$ cat config.mk
export PLATFORM = sky130hd
export DESIGN_NAME = mux8_rr_sched
export DESIGN_NICKNAME = d
export VERILOG_FILES = /design/src/rtl/mux8_rr_sched.sv
export SDC_FILE = /design/constraint.sdc
export NUM_CORES = 1
export LEC_CHECK = 0
export ABC_CLOCK_PERIOD_IN_PS = 4100
export CORE_MARGIN = 5
export CORE_UTILIZATION = 55
export DETAILED_ROUTE_END_ITERATION = 16
export HOLD_SLACK_MARGIN = 0.05
export PLACE_DENSITY = 0.83
export SLEW_MARGIN = 20
export SYNTH_ARGS = -nofsm -noshare
export SYNTH_HDL_FRONTEND = slang
export SYNTH_SLANG_ARGS = --single-unit
$ cat constraint.sdc
create_clock -name clk -period 4.1 [get_ports clk]
set_input_delay 0.615 -clock clk [delete_from_list [all_inputs] [get_ports clk]]
set_output_delay 0.615 -clock clk [all_outputs]
set_load 0.05 [all_outputs]
$ cat src/rtl/mux8_rr_sched.sv
// -----------------------------------------------------------------------------
// mux8_rr_sched
//
// Round-robin scheduler that shares one 8:1 Mux8 datapath between eight
// requesters. It arbitrates level-sensitive requests and registers a one-hot
// grant together with the binary select that drives the mux. A grant is held
// for at most MAX_HOLD accepted beats before priority rotates past the
// current owner.
//
// Parameters
//   MAX_HOLD     : maximum accepted beats per grant (legal 1..15)
//
// Ports
//   clk          : clock, all state updates on the rising edge
//   rst_n        : asynchronous active-low reset
//   en_i         : scheduler enable; low releases the grant and blocks new ones
//   req_i[7:0]   : level request per requester; bit i selects mux input i
//   dn_ready_i   : downstream consumer accepts the mux output this cycle
//   gnt_o[7:0]   : registered one-hot grant, zero when idle
//   sel_o[2:0]   : registered binary index of the grant (mux select);
//                  keeps its last value while idle
//   sel_vld_o    : registered, equals |gnt_o
//   beat_o       : combinational transfer strobe, sel_vld & req[sel] & dn_ready
//   hold_cnt_o   : registered count of beats accepted in the current grant
// -----------------------------------------------------------------------------
module mux8_rr_sched #(
  parameter int unsigned MAX_HOLD = 4
) (
  input  logic       clk,
  input  logic       rst_n,
  input  logic       en_i,
  input  logic [7:0] req_i,
  input  logic       dn_ready_i,
  output logic [7:0] gnt_o,
  output logic [2:0] sel_o,
  output logic       sel_vld_o,
  output logic       beat_o,
  output logic [3:0] hold_cnt_o
);

  localparam logic [0:0] ST_IDLE  = 1'b0;
  localparam logic [0:0] ST_GRANT = 1'b1;

  // Count value at which the next accepted beat forces rotation.
  localparam logic [3:0] HOLD_LAST = 4'(MAX_HOLD - 1);

  logic [0:0] state_q, state_d;
  logic [2:0] ptr_q,   ptr_d;
  logic [2:0] sel_q,   sel_d;
  logic [7:0] gnt_q,   gnt_d;
  logic       vld_q,   vld_d;
  logic [3:0] hold_q,  hold_d;

  logic       granted;
  logic       cur_req;
  logic       beat;
  logic       last_beat;
  logic       rel;
  logic       can_grant;
  logic [2:0] next_ptr;
  logic [2:0] pick_idle;
  logic [2:0] pick_rel;

  // First set request scanning ptr, ptr+1, ... ptr+7 (mod 8). Scanning the
  // offsets from far to near lets the nearest hit overwrite the others.
  // The result is only used when at least one request is set.
  function automatic logic [2:0] rr_pick(input logic [7:0] req,
                                         input logic [2:0] ptr);
    logic [2:0] idx;
    logic [2:0] win;
    win = ptr;
    for (int k = 7; k >= 0; k--) begin
      idx = ptr + 3'(k);
      if (req[idx]) begin
        win = idx;
      end
    end
    return win;
  endfunction

  function automatic logic [7:0] to_onehot(input logic [2:0] idx);
    return 8'b0000_0001 << idx;
  endfunction

  assign granted   = (state_q == ST_GRANT);
  assign cur_req   = req_i[sel_q];
  assign beat      = granted & cur_req & dn_ready_i;
  assign last_beat = beat & (hold_q == HOLD_LAST);

  // Release on owner drop, on the final permitted beat, or on disable.
  assign rel       = granted & (~cur_req | last_beat | ~en_i);
  assign can_grant = en_i & (|req_i);

  // On release the owner becomes lowest priority; the handover winner is
  // chosen against the already-rotated pointer so there is no idle cycle.
  assign next_ptr  = sel_q + 3'd1;
  assign pick_idle = rr_pick(req_i, ptr_q);
  assign pick_rel  = rr_pick(req_i, next_ptr);

  always_comb begin
    state_d = state_q;
    ptr_d   = ptr_q;
    sel_d   = sel_q;
    gnt_d   = gnt_q;
    vld_d   = vld_q;
    hold_d  = hold_q;

    case (state_q)
      ST_IDLE: begin
        if (can_grant) begin
          state_d = ST_GRANT;
          sel_d   = pick_idle;
          gnt_d   = to_onehot(pick_idle);
          vld_d   = 1'b1;
          hold_d  = 4'd0;
        end
      end

      ST_GRANT: begin
        if (rel) begin
          ptr_d  = next_ptr;
          hold_d = 4'd0;
          if (can_grant) begin
            sel_d = pick_rel;
            gnt_d = to_onehot(pick_rel);
            vld_d = 1'b1;
          end else begin
            // sel keeps its last value while idle.
            state_d = ST_IDLE;
            gnt_d   = 8'd0;
            vld_d   = 1'b0;
          end
        end else if (beat) begin
          hold_d = hold_q + 4'd1;
        end
        // dn_ready low: grant and count simply hold.
      end

      default: begin
        state_d = ST_IDLE;
        gnt_d   = 8'd0;
        vld_d   = 1'b0;
        hold_d  = 4'd0;
      end
    endcase
  end

  always_ff @(posedge clk or negedge rst_n) begin
    if (!rst_n) begin
      state_q <= ST_IDLE;
      ptr_q   <= 3'd0;
      sel_q   <= 3'd0;
      gnt_q   <= 8'd0;
      vld_q   <= 1'b0;
      hold_q  <= 4'd0;
    end else begin
      state_q <= state_d;
      ptr_q   <= ptr_d;
      sel_q   <= sel_d;
      gnt_q   <= gnt_d;
      vld_q   <= vld_d;
      hold_q  <= hold_d;
    end
  end

  assign gnt_o      = gnt_q;
  assign sel_o      = sel_q;
  assign sel_vld_o  = vld_q;
  assign beat_o     = beat;
  assign hold_cnt_o = hold_q;

  // Structural invariants of the grant encoding.
  a_gnt_onehot : assert property (@(posedge clk) disable iff (!rst_n)
    vld_q |-> (gnt_q == to_onehot(sel_q)));
  a_idle_zero : assert property (@(posedge clk) disable iff (!rst_n)
    !vld_q |-> (gnt_q == 8'd0));
  a_vld_state : assert property (@(posedge clk) disable iff (!rst_n)
    vld_q == granted);
  a_hold_range : assert property (@(posedge clk) disable iff (!rst_n)
    hold_q <= HOLD_LAST);

endmodule

==> images/cell_classes.png <==
Drawn at 6 px/µm.
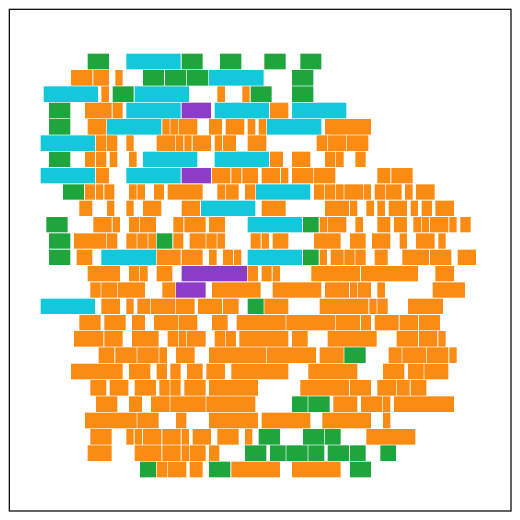
| class | colour | cells | share of their area |
|---|---|---|---|
| other buffers and delay cells | green | 39 | 11% |
| clock drivers and dummy loads | purple | 4 | 2.2% |
| flip-flops | cyan | 20 | 16% |
| all other logic | orange | 264 | 71% |
post-layout util: 0.639
site row count: 26
Core Region: 5170 µm²
Seq area share: 0.151
post-route cell area: 3310 µm²

==> images/met3.png <==
Drawn at 4 px/µm. Cells faint in the background.
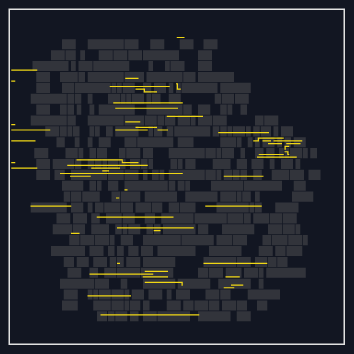
nets with wire on the layer: 40
wire length on this layer: 421 µm
share of all routed wire: 5.6%
met3 Use GR: 0.0109
via count: 2697

==> images/drive_strength.png <==
Drawn at 3 px/µm.
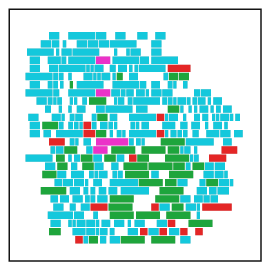
| size | colour | cells | share |
|---|---|---|---|
| drive 3 to 4 | red | 18 | 5.5% |
| drive 6 and up | magenta | 4 | 1.2% |
| drive 2 | green | 45 | 14% |
| drive 1 or less | cyan | 260 | 80% |
Worst Slack Setup Final: 526 ps
Signal buffers: 39
area grow syn2layout: 11.6%

==> changes_impl.md <==
### Implementation results

- Vias in the first global route: 2557
- Synth area leader: dfrtp_1
- Tool warning count: 28
- Fin. max-slew vios: 0
- Worst Hold Class: reg -> reg
- Max Fclk: 280 MHz
- CP startpoint kind: flop
- Synthesized area: 2960 µm²
- Setup_tns: 0 ps
- Cts repair resizes: 0
- CP max stage cell: ha_1
- Post-Syn Nets: 326
- Crit path max fanout: 14
- CTS Sinks: 20
- Latency at later pin: 270 ps
- Pre-Repair DR Iteration Count: 5
- Clock tree buffer depth: 2
- Worst Path Required: 4260 ps
- Area after DPL: 3230 µm²
- Post-route ant nets: 0
- Yosys warning tally: 0
- Die width: 83.4 µm
- Remaining global-route overflow: 0
- Starting Density: 0.573
- Clk root buf: clkbuf_8
- RSZ-0062 raised after global routing: false
- First DRT Iteration DRCs: 203
- Primary FF master, synth: dfrtp_1
- Share of layout cells above drive strength 1: 0.205
- Worst path buffer plus inverter count: 2
- Buffer count from post-CTS setup fixing: 0
- DR WL/cell: 18.9 µm
- Slew HR: 0.384
- Crit path kind: reg -> reg
- TritonCTS Buffers: 3
- Die Ht: 83.4 µm
- Placer Congestion: 0.896
- CTS clk-pin slew, worst paths: 80 ps
- Total wire length: 7.49 mm
- Post-synth cell types: 82
- Period utilization: 0.872
- Post-synth EDFFs: 0
- H-Tree Depth: 1
- DR DRC count: 0
- Gr usage total: 0.214
- Endpoints failing hold: 0
- Synth flops: 20
- PortBufs: 28
- ANT cells: 0
- Largest net degree at the start of global routing: 27
- Critical path, cell by cell: clkinv_1 -> ha_1 -> buf_4 -> mux4_2 -> mux2i_1 -> o211ai_1 -> a311oi_1 -> a211oi_2 -> nand3b_1 -> o221ai_1
- Critical path arrival: 3740 ps
- Yosys synthesis chip area: 2960 µm²
- Cell count after synthesis: 309
- Synthesized area per cell: 9.58 µm²
- Drt via density: 6.79
- Initial antenna violation count: 0
- # hold bufs at CTS: 0
- Final min period: 3570 ps
- Status: complete, no violations
- WL met1: 3.25 mm
- Post-DP HPWL: 5.43 mm
- DR WL met2: 3.76 mm
- Worst Tran Pin Value: 921 ps
- Top-area cell share: 0.169
- Delay-heaviest family, CP: AND-OR/OR-AND gates
- Met3 wire length: 421 µm
- Clock Skews: 6.08 ps
- DR top layer: met4
- Top cells by area: dfrtp_1 17%, mux4_2 14%, mux2_2 4.6%
- CTS tree: built
cell usage in the layout (no fill, tap or decap), types with 3 or more instances in the layout:
| cell type | count |
|---|---|
| nand2_1 | 34 |
| clkdlybuf4s50_1 | 28 |
| dfrtp_1 | 20 |
| mux4_2 | 19 |
| o21ai_0 | 18 |
| a21oi_1 | 16 |
| nor2_1 | 13 |
| mux2_2 | 12 |
| mux2i_1 | 12 |
| inv_1 | 11 |
| buf_4 | 11 |
| o221ai_1 | 8 |
| nand3_1 | 7 |
| xnor2_1 | 5 |
| nand2b_1 | 5 |
| ha_1 | 5 |
| o211ai_1 | 4 |
| a22o_1 | 4 |
| and3_1 | 3 |
| mux4_1 | 3 |
| and2_1 | 3 |
| nand3b_1 | 3 |
| a211o_1 | 3 |
| a21boi_0 | 3 |
| a211oi_1 | 3 |
| clkbuf_8 | 3 |
stage by stage:
stage / std cells / hold slack (ps) / setup slack, ps
global route: 397 / 529 / 353
floorplan: 309 / 319 / 550
finish: 397 / 500 / 526
CTS: 397 / 500 / 538
detailed placement: 393 / 482 / 555
global placement: 393 / 467 / 579
sequential cells by signal, indices dropped and copies added, names as in the netlist:
name	count
gnt_o	8
granted	1
hold_cnt_o	4
ptr_q	3
sel_o	3
sel_vld_o	1
per-layer routing:
layer | vias up | global-route usage
met5 | - | 0
met4 | 0 | 0.0520
li1 | 1257 | -
met3 | 9 | 0.0109
met2 | 102 | 0.357
met1 | 1329 | 0.305
worst register-to-register path: cells and delay by family, from the launching register on:
family	cells	cell delay [ps]
compound gates	4	900
fa+ha+maj	1	730
simple gates	1	270
buf+inv	2	480
flops	1	360
mux	2	740
kinds of logic (layout without fill, tap and decap cells):
group | Yosys count | count (layout) | synth area share
mux | 49 | 49 | 0.272
simple gates | 84 | 84 | 0.143
xor+xnor | 9 | 9 | 0.0368
buf+inv | 38 | 56 | 0.0765
fa+ha+maj | 5 | 5 | 0.0211
flops | 20 | 20 | 0.169
compound gates | 104 | 104 | 0.282
area by class of cell:
type	count	area, µm²
Clock buffer	3	41.3
Clock inverter	1	30.0
Fill cell	427	1870
Inverter	13	48.8
Multi-Input combinational cell	251	2230
Sequential cell	20	500
Tap cell	70	87.6
Timing Repair Buffer	39	363
path summary, 6_finish.rpt:
kind                                from  slack, ps            end  depth (start not counted)
worst max-delay path            sel_o[0]        530       gnt_o[0]                         10
worst min-delay path            gnt_o[3]        500       gnt_o[3]                          2
worst max register to register  sel_o[0]        530       gnt_o[0]                         10
worst min register to register  gnt_o[3]        500       gnt_o[3]                          2
max in group asynchronous          rst_n       2680  hold_cnt_o[2]                          1
min in group asynchronous          rst_n        860       sel_o[1]                          1
